[config.mk]
export PLATFORM = sky130hd
export DESIGN_NAME = mux_tree_pipe
export DESIGN_NICKNAME = d
export VERILOG_FILES = /design/src/rtl/mux_tree_pkg.sv /design/src/rtl/mux_tree_pipe_mux2_stage.sv /design/src/rtl/mux_tree_pipe.sv
export SDC_FILE = /design/constraint.sdc
export NUM_CORES = 1
export LEC_CHECK = 0
export CAP_MARGIN = 20
export CORE_MARGIN = 3
export CORE_UTILIZATION = 45
export CTS_CLUSTER_SIZE = 12
export DETAILED_ROUTE_END_ITERATION = 7
export GPL_TIMING_DRIVEN = 0
export HOLD_SLACK_MARGIN = 0.08
export PLACE_DENSITY_LB_ADDON = 0.12
export SYNTH_ARGS = -nofsm -noshare
export SYNTH_HDL_FRONTEND = slang
export SYNTH_HIERARCHICAL = 1
export SYNTH_SLANG_ARGS = --single-unit
[constraint.sdc]
create_clock -name clk -period 2.7 [get_ports clk]
set_input_delay 0.675 -clock clk [delete_from_list [all_inputs] [get_ports clk]]
set_output_delay 0.675 -clock clk [all_outputs]
set_load 0.02 [all_outputs]
[src/rtl/mux_tree_pkg.sv]
// Shared constants and helpers for the pipelined N:1 tree multiplexer.
// Level count and channel-count legality are derived here.
package mux_tree_pkg;

   localparam int DEF_N_CH = 8;
   localparam int DEF_W    = 8;

   function automatic int tree_levels(input int n);
      return $clog2(n);
   endfunction

   function automatic bit n_ch_ok(input int n);
      return (n >= 2) && ((n & (n - 1)) == 0);
   endfunction

endpackage

[src/rtl/mux_tree_pipe_mux2_stage.sv]
// One registered 2:1 mux node of the tree.
// Carries valid and the full channel index alongside the data.
module mux2_stage #(
   parameter int W     = 8,
   parameter int IDX_W = 3
) (
   input  logic             clk,
   input  logic             rst,
   input  logic             valid,
   input  logic [W-1:0]     a,
   input  logic [W-1:0]     b,
   input  logic             s,
   input  logic [IDX_W-1:0] idx,
   output logic             q_valid,
   output logic [W-1:0]     q,
   output logic [IDX_W-1:0] q_idx
);

   // pick a/b on s and register it with its tag; bubbles load too
   always_ff @(posedge clk) begin
      if (rst) begin
         q_valid <= 1'b0;
         q       <= '0;
         q_idx   <= '0;
      end else begin
         q_valid <= valid;
         q       <= s ? b : a;
         q_idx   <= idx;
      end
   end

endmodule

[src/rtl/mux_tree_pipe.sv]
// Pipelined N:1 mux: binary heap of registered 2:1 nodes, LSB-first select.
// Scan mode steps through channels on each accepted sample.
module mux_tree_pipe
   import mux_tree_pkg::*;
#(
   parameter int N_CH  = DEF_N_CH,
   parameter int W     = DEF_W,
   parameter int SEL_W = $clog2(N_CH)
) (
   input  logic              clk,
   input  logic              rst,
   input  logic              in_valid,
   input  logic [N_CH*W-1:0] din,
   input  logic [SEL_W-1:0]  sel,
   input  logic              mode,
   output logic              out_valid,
   output logic [W-1:0]      dout,
   output logic [SEL_W-1:0]  dout_ch
);

   localparam int L     = tree_levels(N_CH);
   localparam int NODES = 2 * N_CH - 1;

   if (!n_ch_ok(N_CH)) begin : g_bad_n_ch
      $error("mux_tree_pipe: N_CH must be a power of two >= 2");
   end

   // heap layout: node 0 is the root, leaves N_CH-1.. hold channels in order
   logic [W-1:0]     nd [NODES];
   logic             nv [NODES];
   logic [SEL_W-1:0] ni [NODES];

   logic [SEL_W-1:0] scan_cnt;
   logic [SEL_W-1:0] eff_sel;

   // scan counter: cleared outside scan mode, advances per accepted sample
   always_ff @(posedge clk) begin
      if (rst || !mode) begin
         scan_cnt <= '0;
      end else if (in_valid) begin
         scan_cnt <= scan_cnt + SEL_W'(1);
      end
   end

   assign eff_sel = mode ? scan_cnt : sel;

   for (genvar i = 0; i < N_CH; i++) begin : g_leaf
      assign nd[N_CH-1+i] = din[i*W +: W];
      assign nv[N_CH-1+i] = in_valid;
      assign ni[N_CH-1+i] = eff_sel;
   end

   // depth dd of the heap consumes select bit L-1-dd
   for (genvar dd = 0; dd < L; dd++) begin : g_lvl
      for (genvar m = 0; m < (1 << dd); m++) begin : g_node
         localparam int N = (1 << dd) - 1 + m;
         mux2_stage #(
            .W     (W),
            .IDX_W (SEL_W)
         ) u_stage (
            .clk     (clk),
            .rst     (rst),
            .valid   (nv[2*N+1]),
            .a       (nd[2*N+1]),
            .b       (nd[2*N+2]),
            .s       (ni[2*N+1][L-1-dd]),
            .idx     (ni[2*N+1]),
            .q_valid (nv[N]),
            .q       (nd[N]),
            .q_idx   (ni[N])
         );
      end
   end

   assign out_valid = nv[0];
   assign dout      = nd[0];
   assign dout_ch   = ni[0];

endmodule

==> ci_impl_report.md, run 1 <==
### Metrics collected by this job

| Metric | Value |
|---|---|
| Placed cell areas | 3420 um2 |
| Number of non-clock buffers | 96 |
| Initial antenna violation count | 0 |
| Largest stage delay, worst path | 0.59 ns |
| Remaining global-route overflow | 0 |
| Syn_nets | 295 |
| Placed Cells | 375 |
| OpenROAD warnings | 26 |
| Buffers on Ports | 82 |
| Initial Util | 47.9% |
| Final Power | 0.00216 W |
| IO Pins | 83 |
| Combinational share of cell area | 26.6% |
| Peak supply drop | 291 uV |
| RSZ-0062 raised after global routing | false |
| Clock network area share | 4.81% |
| CP max stage cell | clkdlybuf4s50_1 |
| Status | finished clean |
| Setup bufs post-CTS | 0 |
| Largest net degree at the start of global routing | 15 |
| Min cycle time layout | 1.91 ns |
| FMAX | 524 MHz |
| Worst path cell trace | clkdlybuf4s50_1 |
| Cell Count, Final, Fillers Out | 389 |
| Top cell category | flip-flops and latches |
| Power per cell area | 601 nW/um2 |
| WP data arrival | 1.23 ns |
| Crit path max fanout | 1 |
| Hold_ws | 0.440 ns |
| # Max-Cap Violations | 0 |
| Vias in the first global route | 1706 |
| Vert. Die Dim | 80.7 um |
| DRT antenna net count | 0 |
| Crit Path Category | flip-flop to primary output |
| 1st-pass router iterations | 4 |
| #MultiIn Comb | 137 |
| Nets@finish | 388 |
| Most instantiated logic cells after routing | 82 x clkdlybuf4s50_1, 72 x dfxtp_1, 58 x nor2_1 |
| Number of buffers and inverters on the critical path | 1 |
| P&R area growth vs syn | 43.1% |
| Leakage Power | 1.44 nW |
| Post-CTS Hold Buffers | 0 |
| Detailed Route Iter0 Violations | 50 |
| Setup TNS | 0 ns |
| Design area | 3590 um2 |
| H-tree depth | 3 |
| Non-clock buffer share of cell area | 26.0% |
| Final setup fails | 0 |
| Worst Hold Class | flip-flop to flip-flop |
| Final hold vios | 0 |
| Longest Clk Path Bufs | 2 |
| Seq cells | 72 |
| Layout cells sized above 1 | 9.40% |
| Ys Warns | 6 |
| Mapped Area | 2510 um2 |
| # Taps | 70 |
==> run 1: report_power, final <==
| part | internal [W] | switching [W] |
|---|---|---|
| Combinational | 0.000174 | 0.000104 |
| Clock | 0.000400 | 0.000342 |
| Sequential | 0.00112 | 0.0000169 |
==> run 1: state kept, by name (all words and copies together), names as in the netlist <==
| register | count |
|---|---|
| g_lvl.g_node.u_stage/q | 56 |
| g_lvl.g_node.u_stage/q_idx | 10 |
| g_lvl.g_node.u_stage/q_valid | 3 |
| scan_cnt | 3 |
==> run 1: routing by layer <==
layer | up-vias | GRT usage (%) | wire length (um)
met5 | - | 0 | 0
li1 | 913 | - | -
met3 | 6 | 6.17 | 310
met2 | 62 | 24.8 | 2150
met1 | 722 | 20.1 | 2130
met4 | 0 | 7.09 | 67
==> run 1: final timing paths <==
check / from / endpoint / slack, ns / cells after the start
worst min register to register: g_lvl[2].g_node[0].u_stage/q_idx[0]$_SDFF_PP0_ / g_lvl[1].g_node[0].u_stage/q_idx[0]$_SDFF_PP0_ / 0.44 / 1
worst max register to register: scan_cnt[0]$_SDFFE_PP0P_ / g_lvl[2].g_node[1].u_stage/q[7]$_SDFF_PP0_ / 1.45 / 4
worst max-delay path: g_lvl[0].g_node[0].u_stage/q[3]$_SDFF_PP0_ / dout[3] / 0.79 / 1
worst min-delay path: g_lvl[2].g_node[0].u_stage/q_idx[0]$_SDFF_PP0_ / g_lvl[1].g_node[0].u_stage/q_idx[0]$_SDFF_PP0_ / 0.44 / 1
==> run 1: stage by stage <==
step | utilization [%] | setup WS, ns
floorplan | - | 1.21
global placement | 65.2 | 0.478
detailed placement | 65.2 | 0.475
CTS | 68.5 | 0.769
global route | 68.5 | 0.724
finish | 68.5 | 0.790
run_1/final_clocks.png
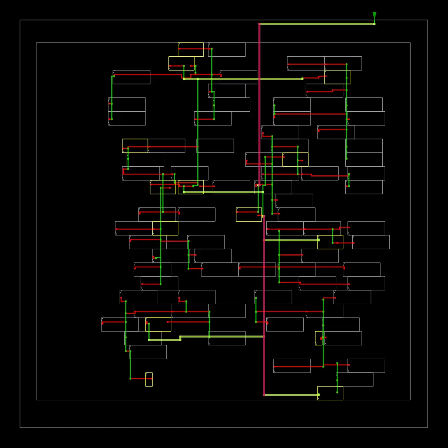
final-layout clock buffer total: 14
Clk Latency, worst-skew pair: 0.34 ns
clock sink count: 72

run_1/wire_density.png
Drawn at 4 px/um. 16 x 16 tiles, from black (low) to pale yellow (high), scaled to the fullest tile. Values are wire area over tile area, all layers added.
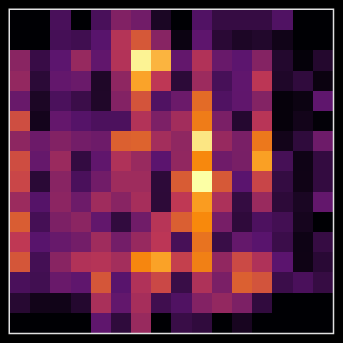
densest ninth of the die: middle
tiles over half the peak: 15%
nearly empty tiles: 11%
mean over tiles: 0.12
emptiest ninth of the die: top right
fullest tile: 0.40
routed wire length: 4660 um
total track usage: 16.2%
wire length per cell: 12.0 um

run_1/registers.png
Drawn at 4 px/um. Other sequential cells in the stronger gray, the rest of the logic in the fainter gray.
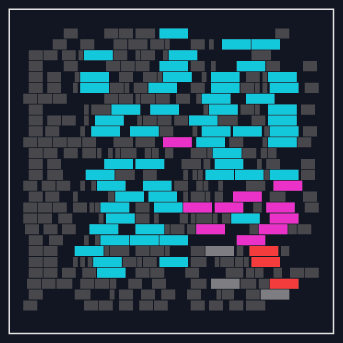
[g_lvl.g_node.u_stage/q_valid] red | sequential cells: 3
[g_lvl.g_node.u_stage/q] cyan | sequential cells: 56
[g_lvl.g_node.u_stage/q_idx] magenta | sequential cells: 10 | where: right middle
not colored: 3
Storage cell area: 1440 um2
Seq area share: 40.2%
seq pwr: 0.00114 W

==> inputs of run 2 (changes only) <==
==> constraint.sdc (replaced) <==
create_clock -name clk -period 1.95 [get_ports clk]
set_input_delay 0.4875 -clock clk [delete_from_list [all_inputs] [get_ports clk]]
set_output_delay 0.4875 -clock clk [all_outputs]
set_load 0.02 [all_outputs]
run_2/final_clocks.png
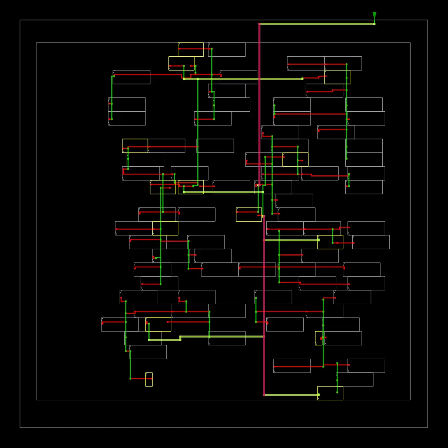
Seq cells: 72
Clock Skews: 0.00291 ns
Clk power: 0.00103 W

run_2/met3.png
Drawn at 6 px/um.
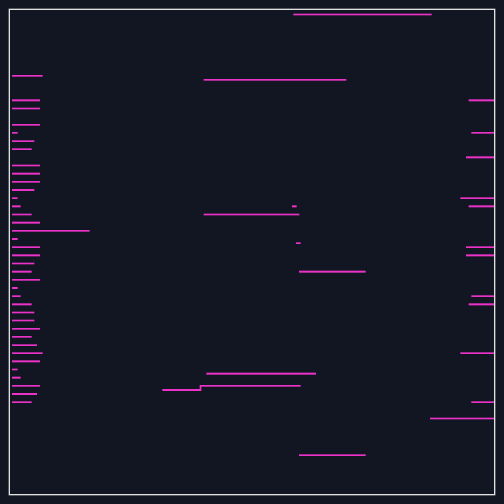
wire length on this layer: 311 um
nets with wire on the layer: 52
share of all routed wire: 6.7%
longest straight run: 23.5 um
main direction: horizontal
grt met3 use: 6.17%
DR vias: 1703

==> run 2 against run 1 <==
Against the previous run: core utilization is the same; register-to-register slack lost 0.75 ns; die size is the same; critical path depth is the same; clock power grew 39%; wire length is the same; area after synthesis is the same; non-clock buffer count is the same; global-route usage is the same; clock skew is the same; first-iteration DRC count is the same; total power grew 38%; largest power group unchanged.
==> ci_impl_report.md, run 2 <==
### Metrics collected by this job

| Metric | Value |
|---|---|
| Largest net degree at the start of global routing | 15 (unchanged) |
| Met3 wire length | 310 um (unchanged) |
| Layout cells sized above 1 | 9.40% (unchanged) |
| Flop2flop setup slack | 0.70 ns (was 1.45 ns) |
| Met1 Wirelength | 2130 um (unchanged) |
| Storage cell area | 1440 um2 (unchanged) |
| Top Layer Used | met4 (unchanged) |
| Placed Cells | 375 (unchanged) |
| Finished Core Util | 68.5% (unchanged) |
| DRT antenna net count | 0 (unchanged) |
| Placed cell areas | 3420 um2 (unchanged) |
| 1st-pass router iterations | 4 (unchanged) |
| Crit Path Category | flip-flop to primary output (unchanged) |
| Clk network pwr share | 34.3% (about the same) |
| Vert. Die Dim | 80.7 um (unchanged) |
| Initial antenna violation count | 0 (unchanged) |
| Final hold vios | 0 (unchanged) |
| Final setup fails | 0 (unchanged) |
| RSZ-0062 raised after global routing | false (unchanged) |
| Largest stage delay, worst path | 0.59 ns (about the same) |
| Biggest register | g_lvl.g_node.u_stage/q (unchanged) |
| Initial Util | 47.9% (unchanged) |
| Min cycle time layout | 1.72 ns |
| Commonest Layout Cell | clkdlybuf4s50_1 (unchanged) |
| P&R area growth vs syn | 43.1% (unchanged) |
| Crit path max fanout | 1 (unchanged) |
| Total track usage | 16.2% (unchanged) |
| Remaining global-route overflow | 0 (unchanged) |
| WP data arrival | 1.23 ns (about the same) |
| Pint | 0.00235 W (was 0.00170 W) |
| Max FFs per register | 56 (unchanged) |
| Worst Hold Class | flip-flop to flip-flop (unchanged) |
| Wire length per cell | 12.0 um (unchanged) |
| Sw frac | 21.4% (about the same) |
| FMAX | 581 MHz |
| Detailed Route Iter0 Violations | 50 (unchanged) |
| Peak supply drop | 403 uV (was 291 uV) |
| Status | finished clean (unchanged) |
| Cell Count, Final, Fillers Out | 389 (unchanged) |
| IO Pins | 83 (unchanged) |
| OpenROAD warnings | 26 (unchanged) |
| Mapped Area | 2510 um2 (unchanged) |
| Most instantiated logic cells after routing | 82 x clkdlybuf4s50_1, 72 x dfxtp_1, 58 x nor2_1 (unchanged) |
| # Max-Cap Violations | 0 (unchanged) |
| Ys Warns | 6 (unchanged) |
| CTS clk-pin slew, worst paths | 0.07 ns (about the same) |
| Routed wire length | 4660 um (unchanged) |
| Power per cell area | 833 nW/um2 (was 601 nW/um2) |
| Hold_ws | 0.440 ns (unchanged) |
| Syn_nets | 295 (unchanged) |
| Met2 Routed Length | 2150 um (unchanged) |
| Worst path cell trace | clkdlybuf4s50_1 (unchanged) |
| CP max stage cell | clkdlybuf4s50_1 (unchanged) |
| Clk Latency, worst-skew pair | 0.34 ns (about the same) |
| Longest Clk Path Bufs | 2 (unchanged) |
| Psw | 0.000640 W (was 0.000462 W) |
| Design area | 3590 um2 (unchanged) |
| Logic pwr share | 12.9% (about the same) |
| Seq pwr share | 52.8% (about the same) |
| Top flop regs | g_lvl.g_node.u_stage/q: 56 flops, g_lvl.g_node.u_stage/q_idx: 10 flops (unchanged) |
| Nets@finish | 388 (unchanged) |
| H-tree depth | 3 (unchanged) |
| Vias in the first global route | 1706 (unchanged) |
| Cts bufs inserted | 9 (unchanged) |
| Setup bufs post-CTS | 0 (unchanged) |
| Post-CTS Hold Buffers | 0 (unchanged) |
==> run 2: routing by layer <==
metal	GRT usage, %	vias to the layer above
li1	-	913
met1	20.1	722
met2	24.8	62
met3	6.17	6
met4	7.09	0
met5	0	-
==> run 2: layout make-up <==
class,count,area share (%)
sequential,72,40.2
multi-input combinational,137,26.6
timing repair buffer,82,22.9
clock buffer,14,4.81
buffer,14,3.17
tap,70,2.44
==> run 2: power groups by stage <==
stage               clock (W)  sequential (W)  combinational, W
finish                0.00103         0.00158          0.000384
global route          0.00112         0.00158          0.000419
CTS                   0.00104         0.00158          0.000388
detailed placement          0         0.00161          0.000387
global placement            0         0.00161          0.000381
floorplan                   0         0.00161          0.000181
==> run 2: metrics by stage <==
step	total power (W)	worst slack (ns)
2_1_floorplan	0.00180	0.648
3_3_place_gp	0.00199	-0.0850
3_5_place_dp	0.00200	-0.0872
4_1_cts	0.00301	0.206
5_1_grt	0.00312	0.161
6_report	0.00299	0.228
==> run 2: final timing paths <==
check                                              endpoint  cells after the start                                      startpoint
max                                                 dout[3]                      1      g_lvl[0].g_node[0].u_stage/q[3]$_SDFF_PP0_
min          g_lvl[1].g_node[0].u_stage/q_idx[0]$_SDFF_PP0_                      1  g_lvl[2].g_node[0].u_stage/q_idx[0]$_SDFF_PP0_
max reg2reg      g_lvl[2].g_node[1].u_stage/q[7]$_SDFF_PP0_                      4                        scan_cnt[0]$_SDFFE_PP0P_
min reg2reg  g_lvl[1].g_node[0].u_stage/q_idx[0]$_SDFF_PP0_                      1  g_lvl[2].g_node[0].u_stage/q_idx[0]$_SDFF_PP0_
Power figures rest on the tool's default switching activity, not on a simulated workload.
